==> config.mk <==
export PLATFORM = sky130hd
export DESIGN_NAME = br_lite_ni
export DESIGN_NICKNAME = d
export VERILOG_FILES = /design/src/rtl/br_lite_ni_pkg.sv /design/src/rtl/br_lite_fifo.sv /design/src/rtl/br_lite_ni.sv
export SDC_FILE = /design/constraint.sdc
export NUM_CORES = 1
export LEC_CHECK = 0
export CORE_UTILIZATION = 40
export CTS_BUF_LIST = sky130_fd_sc_hd__clkbuf_16
export DETAILED_ROUTE_END_ITERATION = 16
export PLACE_DENSITY = 0.69
export SETUP_SLACK_MARGIN = 0.4
export SYNTH_ARGS = -nofsm -noshare
export SYNTH_HDL_FRONTEND = slang
export SYNTH_SLANG_ARGS = --single-unit
==> constraint.sdc <==
create_clock -name clk_i -period 2.2 [get_ports clk_i]
set_input_delay 0.44 -clock clk_i [delete_from_list [all_inputs] [get_ports clk_i]]
set_output_delay 0.44 -clock clk_i [all_outputs]
set_load 0.1 [all_outputs]
==> src/rtl/br_lite_ni_pkg.sv <==
// BrLite shared types: flit layout, service codes, local port index, NI FSM states.
package BrLitePkg;

  localparam int unsigned BR_LOCAL = 4;

  typedef enum logic [1:0] {
    BR_SVC_ALL   = 2'd0,
    BR_SVC_TGT   = 2'd1,
    BR_SVC_CLEAR = 2'd2,
    BR_SVC_MON   = 2'd3
  } br_svc_t;

  typedef logic [15:0] br_addr_t;
  typedef logic [7:0]  br_payload_t;
  typedef logic [4:0]  br_id_t;

  typedef struct packed {
    br_addr_t    source;
    br_addr_t    target;
    br_svc_t     service;
    br_payload_t payload;
    br_id_t      id;
  } br_data_t;

  typedef enum logic [1:0] {
    TX_IDLE,
    TX_REQ,
    TX_RELEASE
  } br_ni_tx_state_t;

  typedef enum logic {
    RX_IDLE,
    RX_ACK
  } br_ni_rx_state_t;

  // Only broadcast and targeted requests become router traffic from a PE.
  function automatic logic br_svc_injects(input br_svc_t svc);
    return (svc == BR_SVC_ALL) || (svc == BR_SVC_TGT);
  endfunction

endpackage

==> src/rtl/br_lite_fifo.sv <==
// Synchronous FIFO of br_data_t; DEPTH must be a power of two >= 2.
module br_lite_fifo
  import BrLitePkg::*;
#(
  parameter int unsigned DEPTH = 4
) (
  input  logic     clk_i,
  input  logic     rst_ni,
  input  logic     push_i,
  input  logic     pop_i,
  input  br_data_t data_i,
  output br_data_t head_o,
  output logic     full_o,
  output logic     empty_o
);

  localparam int unsigned PW = $clog2(DEPTH);
  localparam int unsigned CW = PW + 1;

  br_data_t          mem_q [DEPTH];
  logic [PW-1:0]     wr_q, wr_d;
  logic [PW-1:0]     rd_q, rd_d;
  logic [CW-1:0]     cnt_q, cnt_d;
  logic              push_en, pop_en;

  assign full_o  = (cnt_q == CW'(DEPTH));
  assign empty_o = (cnt_q == '0);
  assign push_en = push_i && !full_o;
  assign pop_en  = pop_i && !empty_o;
  assign head_o  = mem_q[rd_q];

  always_comb begin
    wr_d  = wr_q;
    rd_d  = rd_q;
    cnt_d = cnt_q;
    if (push_en) wr_d = wr_q + PW'(1);
    if (pop_en)  rd_d = rd_q + PW'(1);
    case ({push_en, pop_en})
      2'b10:   cnt_d = cnt_q + CW'(1);
      2'b01:   cnt_d = cnt_q - CW'(1);
      default: cnt_d = cnt_q;
    endcase
  end

  always_ff @(posedge clk_i or negedge rst_ni) begin
    if (!rst_ni) begin
      wr_q  <= '0;
      rd_q  <= '0;
      cnt_q <= '0;
    end else begin
      wr_q  <= wr_d;
      rd_q  <= rd_d;
      cnt_q <= cnt_d;
    end
  end

  always_ff @(posedge clk_i) begin
    if (push_en) mem_q[wr_q] <= data_i;
  end

endmodule

==> src/rtl/br_lite_ni.sv <==
// BrLite network interface: PE valid/ready <-> router local-port 4-phase req/ack.
// Define BRLITE_NI_STATS_EN to add tx/rx/stall event counters.
module br_lite_ni
  import BrLitePkg::*;
#(
  parameter logic [15:0] ADDRESS       = 16'h0000,
  parameter int unsigned RX_FIFO_DEPTH = 4
) (
  input  logic        clk_i,
  input  logic        rst_ni,
  input  logic        local_busy_i,
  input  logic        tx_valid_i,
  output logic        tx_ready_o,
  input  br_svc_t     tx_service_i,
  input  logic [15:0] tx_target_i,
  input  br_payload_t tx_payload_i,
  output br_data_t    flit_o,
  output logic        req_o,
  input  logic        ack_i,
  input  br_data_t    flit_i,
  input  logic        req_i,
  output logic        ack_o,
  output logic        rx_valid_o,
  input  logic        rx_ready_i,
  output br_data_t    rx_data_o
`ifdef BRLITE_NI_STATS_EN
  ,
  output logic [31:0] tx_count_o,
  output logic [31:0] rx_count_o,
  output logic [31:0] rx_stall_o
`endif
);

  br_ni_tx_state_t tx_state_q, tx_state_d;
  br_ni_rx_state_t rx_state_q, rx_state_d;
  br_data_t        flit_q, flit_d;
  br_id_t          id_q, id_d;
  logic            push, pop, fifo_full, fifo_empty;

  // TX: unsupported services are consumed in IDLE without touching the id counter.
  always_comb begin
    tx_state_d = tx_state_q;
    flit_d     = flit_q;
    id_d       = id_q;
    tx_ready_o = 1'b0;
    req_o      = 1'b0;
    case (tx_state_q)
      TX_IDLE: begin
        tx_ready_o = !local_busy_i;
        if (tx_valid_i && !local_busy_i && br_svc_injects(tx_service_i)) begin
          flit_d     = '{source:  ADDRESS,
                         target:  tx_target_i,
                         service: tx_service_i,
                         payload: tx_payload_i,
                         id:      id_q};
          id_d       = id_q + br_id_t'(1);
          tx_state_d = TX_REQ;
        end
      end
      TX_REQ: begin
        req_o = 1'b1;
        if (ack_i) tx_state_d = TX_RELEASE;
      end
      TX_RELEASE: begin
        if (!ack_i) tx_state_d = TX_IDLE;
      end
      default: tx_state_d = TX_IDLE;
    endcase
  end

  // RX: full is the registered FIFO state, so a same-cycle pop never admits a push.
  always_comb begin
    rx_state_d = rx_state_q;
    push       = 1'b0;
    ack_o      = 1'b0;
    case (rx_state_q)
      RX_IDLE: begin
        if (req_i && !fifo_full) begin
          push       = 1'b1;
          rx_state_d = RX_ACK;
        end
      end
      RX_ACK: begin
        ack_o = 1'b1;
        if (!req_i) rx_state_d = RX_IDLE;
      end
      default: rx_state_d = RX_IDLE;
    endcase
  end

  always_ff @(posedge clk_i or negedge rst_ni) begin
    if (!rst_ni) begin
      tx_state_q <= TX_IDLE;
      rx_state_q <= RX_IDLE;
      flit_q     <= '0;
      id_q       <= '0;
    end else begin
      tx_state_q <= tx_state_d;
      rx_state_q <= rx_state_d;
      flit_q     <= flit_d;
      id_q       <= id_d;
    end
  end

  assign flit_o     = flit_q;
  assign rx_valid_o = !fifo_empty;
  assign pop        = rx_valid_o && rx_ready_i;

  br_lite_fifo #(
    .DEPTH (RX_FIFO_DEPTH)
  ) u_rx_fifo (
    .clk_i   (clk_i),
    .rst_ni  (rst_ni),
    .push_i  (push),
    .pop_i   (pop),
    .data_i  (flit_i),
    .head_o  (rx_data_o),
    .full_o  (fifo_full),
    .empty_o (fifo_empty)
  );

`ifdef BRLITE_NI_STATS_EN
  logic tx_done, rx_stall;
  logic [31:0] tx_cnt_q, rx_cnt_q, stall_cnt_q;

  assign tx_done  = (tx_state_q == TX_REQ) && ack_i;
  assign rx_stall = (rx_state_q == RX_IDLE) && req_i && fifo_full;

  always_ff @(posedge clk_i or negedge rst_ni) begin
    if (!rst_ni) begin
      tx_cnt_q    <= '0;
      rx_cnt_q    <= '0;
      stall_cnt_q <= '0;
    end else begin
      if (tx_done)  tx_cnt_q    <= tx_cnt_q + 32'd1;
      if (push)     rx_cnt_q    <= rx_cnt_q + 32'd1;
      if (rx_stall) stall_cnt_q <= stall_cnt_q + 32'd1;
    end
  end

  assign tx_count_o = tx_cnt_q;
  assign rx_count_o = rx_cnt_q;
  assign rx_stall_o = stall_cnt_q;
`endif

endmodule

Run 1, wiring by layer:
Bar = 50 um. Only two layers are drawn.
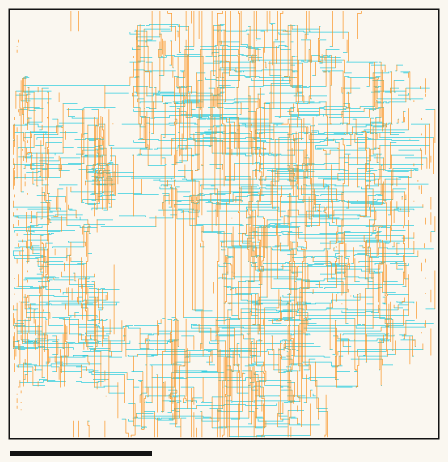
orange -> M2  # wire length 9290 um
cyan -> M1  # wire length 7980 um
GR Util All Layers: 16.3%
via count: 4666

Run 1, clock wiring as the flow saved it:
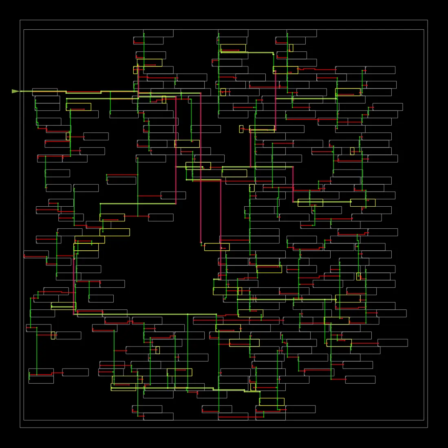
Worst Skew: 0.0118 ns
clk sinks: 234
flop count: 234
clk latency late pin: 0.50 ns

==> CHANGELOG.md, run 1 <==
### Changed

* Critical path destination: rx_data_o[16]
* Failing checks: setup timing
* Site Rows at approximately 53
* FP Util at 41.4%
* Grt met3 use at 3.48%
* Final instance area at 13200 um^2
* CP top delay family: flip-flops
* Largest register FFs at between 150 and 200
* CP Depth at 4
* Count of library flops with an enable pin at between 150 and 200
* Post-layout util at 61.8%
* Placed inst area at 11500 um^2
* Routed WL per cell at 20.2 um
* Fin cells at about 940
* Hold buffer count at cts at 1
* Reg2reg start: u_rx_fifo.cnt_q[2]$_DFFE_PN0P_
* Slowest-stage cell, CP: dfrtp_4
* Min-Delay Endpoint: id_q[4]$_DFFE_PN0P_
* Final setup viols at 47
* Met2 routed WL at 9290 um
* Worst setup SP type: flip-flop
* Setup ws final at -0.247 ns
* Cts bufs inserted at 24
* Worst slack at placement at -0.0706 ns
* OpenROAD warnings at 32
* Initial antenna violation count at 0
* First-pass DRT Iterations at 4
* H-tree depth at 1
* Cell area leaders: edfxtp_1 64%, dfrtp_1 13%, mux4_2 12%, mux2_2 3.8%, buf_4 1.5%
* CORE AREA at between 20000 and 25000 um^2
* Seq share, synth at 77.1%
* Crit-path max FO at 7
* Worst slew margin at around three fifths
* Crit end category: primary output
* Placed insts at approximately 850
* Distinct cells, synth at 35
* Worst r2r dst: u_rx_fifo.cnt_q[2]$_DFFE_PN0P_
* Buf+Inv Stages, Crit Path at 3
* CP cell instances: buf_12 -> buf_12 -> mux4_2 -> buf_12
* Worst Path Arrival at 2.01 ns
* Die height at 150 um
* Met3 routed WL at 1420 um
* RSZ-0062 raised after global routing: yes
* Min Hold Slack at 0.479 ns
* R2R Setup Slk at 0.06 ns
* Outcome: finished, violations left
* Ys Warns at 0
* FMAX at 409 MHz
* Yosys Chip Area at 8810 um^2
* Req. time, crit path at 1.76 ns
* CP dominant cell by count: buf_12
* Routed Antenna Nets at 0
* Clk slew on worst S/H paths at ~0.06 ns
* Worst Min Path Start: id_q[4]$_DFFE_PN0P_
* Drt initial violations at around 260
* Most Crowded Layer GR: met2
* Synth top cell by count: edfxtp_1
* Number of cells in Yosys stat at 394
* Hold Path Stages at 1
* Total grt overflow at 0
* Post-route setup TNS at -9.48 ns
* Met2 Use GR at 27.1%
* Synth area leader: edfxtp_1
* Mapped Avg Cell Area at 22.4 um^2
* Share of the synthesized area in the top cell type at around 64%
* Largest Register: u_rx_fifo.mem_q
* DP HPWL at 11700 um
* Main flop type: edfxtp_1
* Slew Viols, Final at 0
* Share of cells above drive strength 1 at 44.4%
* Top cells by count: 188 x edfxtp_1, 47 x mux4_2, 46 x dfrtp_1, 30 x mux2_2, 18 x buf_4
* Vias per Instance at 4.98
* Post-Synthesis Cells at 394
Run 1, the metal 2 layer:
Bar = 50 um.
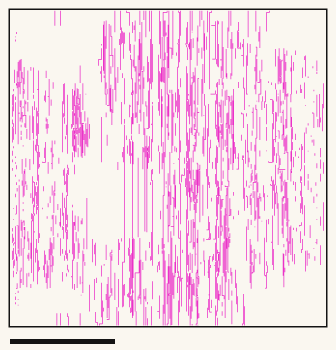
nets with wire on the layer = 692
main direction = vertical

-- run 1: cells by family (layout without fill, tap and decap cells) --
kind of cell / Yosys count / in the layout / share of synthesized area [%]
fa+ha+maj: 7 / 7 / 1.08
xor+xnor: 10 / 10 / 0.994
mux: 80 / 80 / 16.3
buf+inv: 38 / 287 / 2.57
compound gates: 4 / 4 / 0.341
flops: 234 / 234 / 77.1
simple gates: 20 / 24 / 1.56
other cells: 1 / 16 / 0.0426
-- run 1: final cells by class --
cell class,count,area [um^2]
Inverter,7,26.3
Sequential cell,234,6810
Timing Repair Buffer,238,3270
Clock buffer,25,626
Fill cell,1474,8130
Multi-Input combinational cell,141,1920
Clock inverter,17,173
Tap cell,275,344
Run 1, the metal 3 layer:
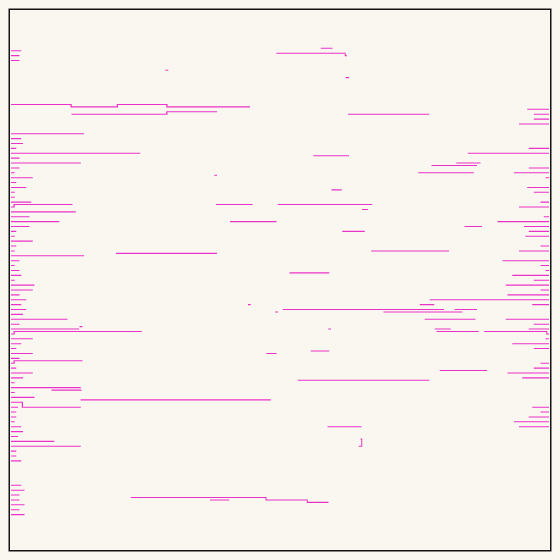

==> run 2: changes to the inputs <==
Settings changed: CORE_ASPECT_RATIO set to 0.75.
Run 2, the metal 3 layer:
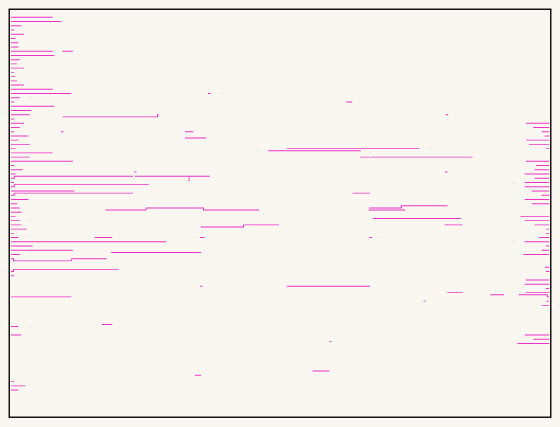
nets with wire on the layer = 119
main direction = horizontal
share of all routed wire = 6.0%
longest straight run = 49.4 um
wire length on this layer = 1170 um
grt met3 use: 4.20%
via count: 4578
routed wire length: 19500 um

==> run 2 against run 1 <==
Against the previous run:
- clock skew down 0.0049 ns
- highest routed layer unchanged
- setup slack better by 0.033 ns
- critical path type unchanged
- the flow still finishes with violations (setup timing)
- area after synthesis unchanged
- register-to-register slack worse by 0.10 ns
==> CHANGELOG.md, run 2 <==
### Changed

* Distinct cells, synth at 35 (unchanged)
* Initial antenna violation count at 0 (unchanged)
* CP top delay family: multiplexers (was flip-flops)
* Critical path destination: rx_data_o[23] (was rx_data_o[16])
* Drt initial violations at 309 (was 257)
* Largest Register: u_rx_fifo.mem_q (unchanged)
* DP HPWL at 11400 um (was 11700 um)
* CTS tree: done (unchanged)
* Fraction of area in multi-input gates at 14.4% (was 14.6%)
* Yosys Chip Area at 8810 um^2 (unchanged)
* Clk cell area share at 5.97% (was 6.07%)
* Worst Min Path Start: id_q[4]$_DFFE_PN0P_ (unchanged)
* Routed WL per cell at 20.7 um (was 20.2 um)
* Area occupied by registers at 6810 um^2 (about the same)
* Total grt overflow at 0 (unchanged)
* Top cells by count: 188 x edfxtp_1, 47 x mux4_2, 46 x dfrtp_1, 30 x mux2_2, 18 x buf_4 (unchanged)
* Cts repair resizes at 55 (was 44)
* Post-Synthesis Cells at 394 (unchanged)
* Synth top cell by count: edfxtp_1 (unchanged)
* CP Depth at 3 (was 4)
* Reg2reg start: u_rx_fifo.cnt_q[1]$_DFFE_PN0P_ (was u_rx_fifo.cnt_q[2]$_DFFE_PN0P_)
* Nonclk buf count at 233 (was 238)
* Worst Path Arrival at 1.97 ns (was 2.01 ns)
* First-pass DRT Iterations at 4 (unchanged)
* Fin cells at 943 (was 937)
* Mapped Avg Cell Area at 22.4 um^2 (unchanged)
* GP Congestion at 0.775 (was 0.717)
* FP Util at 41.3% (was 41.4%)
* Post-layout util at 61.8% (about the same)
* Worst r2r dst: u_rx_fifo.mem_q[3][25]$_DFFE_PP_ (was u_rx_fifo.cnt_q[2]$_DFFE_PN0P_)
* Placed insts at 849 (was 845)
* Largest register FFs at 188 (unchanged)
* Met3 routed WL at 1170 um (was 1420 um)
* Most used logic cell in the final layout: edfxtp_1 (unchanged)
* GR Util All Layers at 16.9% (was 16.3%)
* OpenROAD warnings at 32 (unchanged)
* Clk slew on worst S/H paths at 0.06 ns (about the same)
* Clk_buf instances at 25 (unchanged)
* Min-Delay Endpoint: id_q[4]$_DFFE_PN0P_ (unchanged)
* Clk sinks at 234 (unchanged)
* Buf+Inv Stages, Crit Path at 2 (was 3)
* Actual slew at the worst max-slew pin at 0.623 ns (was 0.625 ns)
* Routed Antenna Nets at 0 (unchanged)
* Logic area at 1900 um^2 (was 1920 um^2)
* Count of library flops with an enable pin at 188 (unchanged)
* Final instance area at 13200 um^2 (about the same)
* Setup CP Type: reg -> out (unchanged)
* Clk latency late pin at 0.50 ns (about the same)
* Share of the synthesized area in the top cell type at 64.1% (unchanged)
* First-pass GRT wire length at 28800 um (was 27800 um)
* CP startpoint: u_rx_fifo.rd_q[0]$_DFFE_PN0P_ (unchanged)
* Clock Root Buffer: clkbuf_16 (unchanged)
* Max-cap check violation count at 0 (unchanged)
* Hold buffer count at cts at 1 (unchanged)
* Buffer share of cell area at 25.1% (was 24.8%)
* Seq share, synth at 77.1% (unchanged)
* Biggest cell delay along the critical path at 0.58 ns (was 0.50 ns)
* Max clock buf depth at 3 (unchanged)
* Die X at 173 um (was 150 um)
* Site Rows at 46 (was 53)
* Remaining DRCs at 0 (unchanged)
* H-tree depth at 1 (unchanged)
* Number of logic gates at 137 (was 141)
* Synth area leader: edfxtp_1 (unchanged)
* Ys Warns at 0 (unchanged)
* Fin crit share at 110% (was 111%)
* Post-route setup TNS at -9.59 ns (was -9.48 ns)
* Slowest-stage cell, CP: mux4_2 (was dfrtp_4)
* Share of cells above drive strength 1 at 44.4% (about the same)
* FMAX at 414 MHz (was 409 MHz)
* Inverters at 7 (unchanged)
* Worst setup SP type: flip-flop (unchanged)
* Tap cells at 288 (was 275)
* CP dominant cell by count: buf_12 (unchanged)
* Min Hold Slack at 0.483 ns (was 0.479 ns)
* Final setup viols at 120 (was 47)
* Cell area leaders: edfxtp_1 64%, dfrtp_1 13%, mux4_2 12%, mux2_2 3.8%, buf_4 1.5% (unchanged)
* Max layer used: met4 (unchanged)
* Final min period at 2.41 ns (was 2.45 ns)
* Total die size at 22600 um^2 (about the same)
* Async SR Flop Fraction at 19.7% (unchanged)
* Vias per Instance at 4.85 (was 4.98)
* Biggest Area Class: flip-flops and latches (unchanged)
* Hold Path Stages at 1 (unchanged)
* Worst Skew at 0.00689 ns (was 0.0118 ns)
* Flop share of the area at 51.6% (was 51.7%)
* Nets at 724 (was 733)
* Main flop type: edfxtp_1 (unchanged)
* Hold Crit Class: reg -> reg (unchanged)
* Number of cells in Yosys stat at 394 (unchanged)
* Largest net degree at the start of global routing at 28 (was 32)
* Setup ws final at -0.214 ns (was -0.247 ns)
* Crit end category: primary output (unchanged)
* Die height at 131 um (was 150 um)
* Top Layout Cells: 188 x edfxtp_1, 78 x clkdlybuf4s50_1, 70 x buf_12 (was 188 x edfxtp_1, 78 x clkdlybuf4s50_1, 73 x buf_12)
* Cts bufs inserted at 24 (unchanged)
* Outcome: finished, violations left (unchanged)
* Crit-path max FO at 16 (was 7)
* Req. time, crit path at 1.76 ns (about the same)
* CORE AREA at 21400 um^2 (was 21300 um^2)
* Placed inst area at 11400 um^2 (was 11500 um^2)
* CP cell instances: buf_12 -> mux4_2 -> buf_12 (was buf_12 -> buf_12 -> mux4_2 -> buf_12)
* Flop count at 234 (unchanged)
* Slew Viols, Final at 0 (unchanged)
* Filler Cells Inserted at 1445 (was 1474)
* R2R Setup Slk at -0.04 ns (was 0.06 ns)
* RSZ-0062 raised after global routing: yes (unchanged)
* Port Buf Inserts at 161 (unchanged)
* Failing checks: setup timing (unchanged)
* Met2 routed WL at 9390 um (was 9290 um)
* Worst slack at placement at -0.00285 ns (was -0.0706 ns)
* Vias in the first global route at 4934 (was 4942)
* Worst slew margin at 58.4% (was 58.3%)
run 2: cell types whose count changed in the layout (fill, tap and decap cells not counted), moves of 2 or more:
cell,previous run,this run
buf_16,7,17
buf_4,49,42
and2_4,8,4
clkbuf_16,33,29
clkinv_2,3,7
buf_12,73,70
inv_1,10,8
run 2: routing by layer:
layer  track usage [%]  vias up
met3              4.20       31
li1                  -     2041
met5                 0        -
met1              22.7     2353
met2              28.5      153
met4              3.07        0
run 2: cells by family after synthesis:
family          count (synthesis)  share of synthesized area (%)
simple gates                   20                           1.56
mux                            80                           16.3
compound gates                  4                          0.341
fa+ha+maj                       7                           1.08
xor+xnor                       10                          0.994
buf+inv                        38                           2.57
other cells                     1                         0.0426
flops                         234                           77.1
==> run 3: changes to the inputs <==
Settings changed: GPL_ROUTABILITY_DRIVEN set to 1.
Run 3, the metal 3 layer:
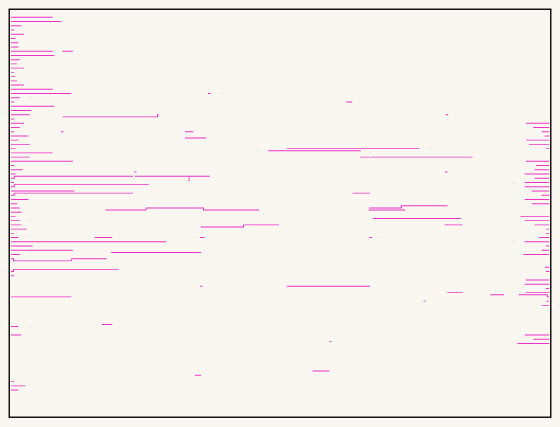
wire length on this layer = 1170 um
share of all routed wire = 6.0%

==> run 3 against run 2 <==
Against the previous run:
- the run still ends with setup timing left
- routed wire length stayed put
- critical path depth is the same
- count of clock-buffer cells in the layout unchanged
- clock skew stayed put
- core utilization stayed put
- non-clock buffer count stayed put
- cell count stayed put
- critical endpoint unchanged
==> CHANGELOG.md, run 3 <==
### Changed

* First-pass DRT Iterations at 4 (unchanged)
* Max-cap check violation count at 0 (unchanged)
* Flop count at 234 (unchanged)
* Aoi share at 0.341% (unchanged)
* Adder-cell share of the synthesized area at 1.08% (unchanged)
* Clk slew on worst S/H paths at 0.06 ns (about the same)
* Routed Antenna Nets at 0 (unchanged)
* Die X at 173 um (unchanged)
* Remaining DRCs at 0 (unchanged)
* Inverters at 7 (unchanged)
* Ys Warns at 0 (unchanged)
* Vias per Instance at 4.85 (unchanged)
* Logic area at 1900 um^2 (unchanged)
* Slowest-stage cell, CP: mux4_2 (unchanged)
* Hold Crit Class: reg -> reg (unchanged)
* Drt initial violations at 309 (unchanged)
* Failing checks: setup timing (unchanged)
* Placed insts at 849 (unchanged)
* Req. time, crit path at 1.76 ns (about the same)
* Slew Viols, Final at 0 (unchanged)
* Top cells by count: 188 x edfxtp_1, 47 x mux4_2, 46 x dfrtp_1, 30 x mux2_2, 18 x buf_4 (unchanged)
* Worst slack at placement at -0.00285 ns (unchanged)
* Clock Root Buffer: clkbuf_16 (unchanged)
* Placed inst area at 11400 um^2 (unchanged)
* Final min period at 2.41 ns (unchanged)
* Total die size at 22600 um^2 (unchanged)
* Met2 Use GR at 28.5% (unchanged)
* Actual slew at the worst max-slew pin at 0.623 ns (unchanged)
* Top non-seq family: multiplexers (unchanged)
* Met1 Use GR at 22.7% (unchanged)
* CP top delay family: multiplexers (unchanged)
* Flop share of the area at 51.6% (unchanged)
* Via count at 4578 (unchanged)
* Simple-gate share of the synthesized area at 1.56% (unchanged)
* Met2 routed WL at 9390 um (unchanged)
* CTS tree: done (unchanged)
* Met3 routed WL at 1170 um (unchanged)
* Clk latency late pin at 0.50 ns (about the same)
* Cell area leaders: edfxtp_1 64%, dfrtp_1 13%, mux4_2 12%, mux2_2 3.8%, buf_4 1.5% (unchanged)
* CP dominant cell by count: buf_12 (unchanged)
* Nonclk buf count at 233 (unchanged)
* GR Util All Layers at 16.9% (unchanged)
* Setup ws final at -0.214 ns (unchanged)
* Post-layout util at 61.8% (unchanged)
* Main flop type: edfxtp_1 (unchanged)
* Clk cell area share at 5.97% (unchanged)
* Die height at 131 um (unchanged)
* Initial antenna violation count at 0 (unchanged)
* Worst setup SP type: flip-flop (unchanged)
* Cts bufs inserted at 24 (unchanged)
* Routed wire length at 19500 um (unchanged)
* Share of the synthesized area in the top cell type at 64.1% (unchanged)
* CP startpoint: u_rx_fifo.rd_q[0]$_DFFE_PN0P_ (unchanged)
* Filler Cells Inserted at 1445 (unchanged)
* Fraction of area in multi-input gates at 14.4% (unchanged)
* Worst slew margin at 58.4% (unchanged)
* Clk_buf instances at 25 (unchanged)
* Worst Min Path Start: id_q[4]$_DFFE_PN0P_ (unchanged)
* GP Congestion at 0.775 (unchanged)
* Share of cells above drive strength 1 at 44.4% (unchanged)
* H-tree depth at 1 (unchanged)
* Routed WL per cell at 20.7 um (unchanged)
* Port Buf Inserts at 161 (unchanged)
* Nets at 724 (unchanged)
* Count of library flops with an enable pin at 188 (unchanged)
* Max clock buf depth at 3 (unchanged)
* Fin cells at 943 (unchanged)
* Mapped Avg Cell Area at 22.4 um^2 (unchanged)
* Final instance area at 13200 um^2 (unchanged)
* OpenROAD warnings at 32 (unchanged)
* Min Hold Slack at 0.483 ns (unchanged)
* Outcome: finished, violations left (unchanged)
* CORE AREA at 21400 um^2 (unchanged)
* Synth area leader: edfxtp_1 (unchanged)
* Vias in the first global route at 4934 (unchanged)
* Async SR Flop Fraction at 19.7% (unchanged)
* First-pass GRT wire length at 28800 um (unchanged)
* Total grt overflow at 0 (unchanged)
* Largest Register: u_rx_fifo.mem_q (unchanged)
* Final setup viols at 120 (unchanged)
* Distinct cells, synth at 35 (unchanged)
* CP cell instances: buf_12 -> mux4_2 -> buf_12 (unchanged)
* FP Util at 41.3% (unchanged)
* Top Layout Cells: 188 x edfxtp_1, 78 x clkdlybuf4s50_1, 70 x buf_12 (unchanged)
* RSZ-0062 raised after global routing: yes (unchanged)
* Fin crit share at 110% (unchanged)
* Area occupied by registers at 6810 um^2 (unchanged)
* Largest net degree at the start of global routing at 28 (unchanged)
* Number of logic gates at 137 (unchanged)
run 3: cell counts in the layout (fill, tap and decap cells not counted):
No cell type changed its count.
run 3: path summary, 6_finish.rpt:
path	endpoint	slack [ns]	depth (start not counted)
min in group asynchronous	rx_state_q$_DFF_PN0_	0.49	2
setup / recovery	rx_data_o[23]	-0.21	3
setup reg to reg	u_rx_fifo.mem_q[3][25]$_DFFE_PP_	-0.04	9
hold reg to reg	id_q[4]$_DFFE_PN0P_	0.48	1
max in group asynchronous	flit_o[28]$_DFFE_PN0P_	0.99	3
hold / removal	id_q[4]$_DFFE_PN0P_	0.48	1
run 3: what timing repair did:
item                                    CTS  global route
endpoints found under the hold margin    26             0
setup buffers                            23             5
cloned                                   15             6
hold buffers                              1             0
resized                                  55            10
endpoints found under the setup margin  165           242
pin swaps                                 6             3
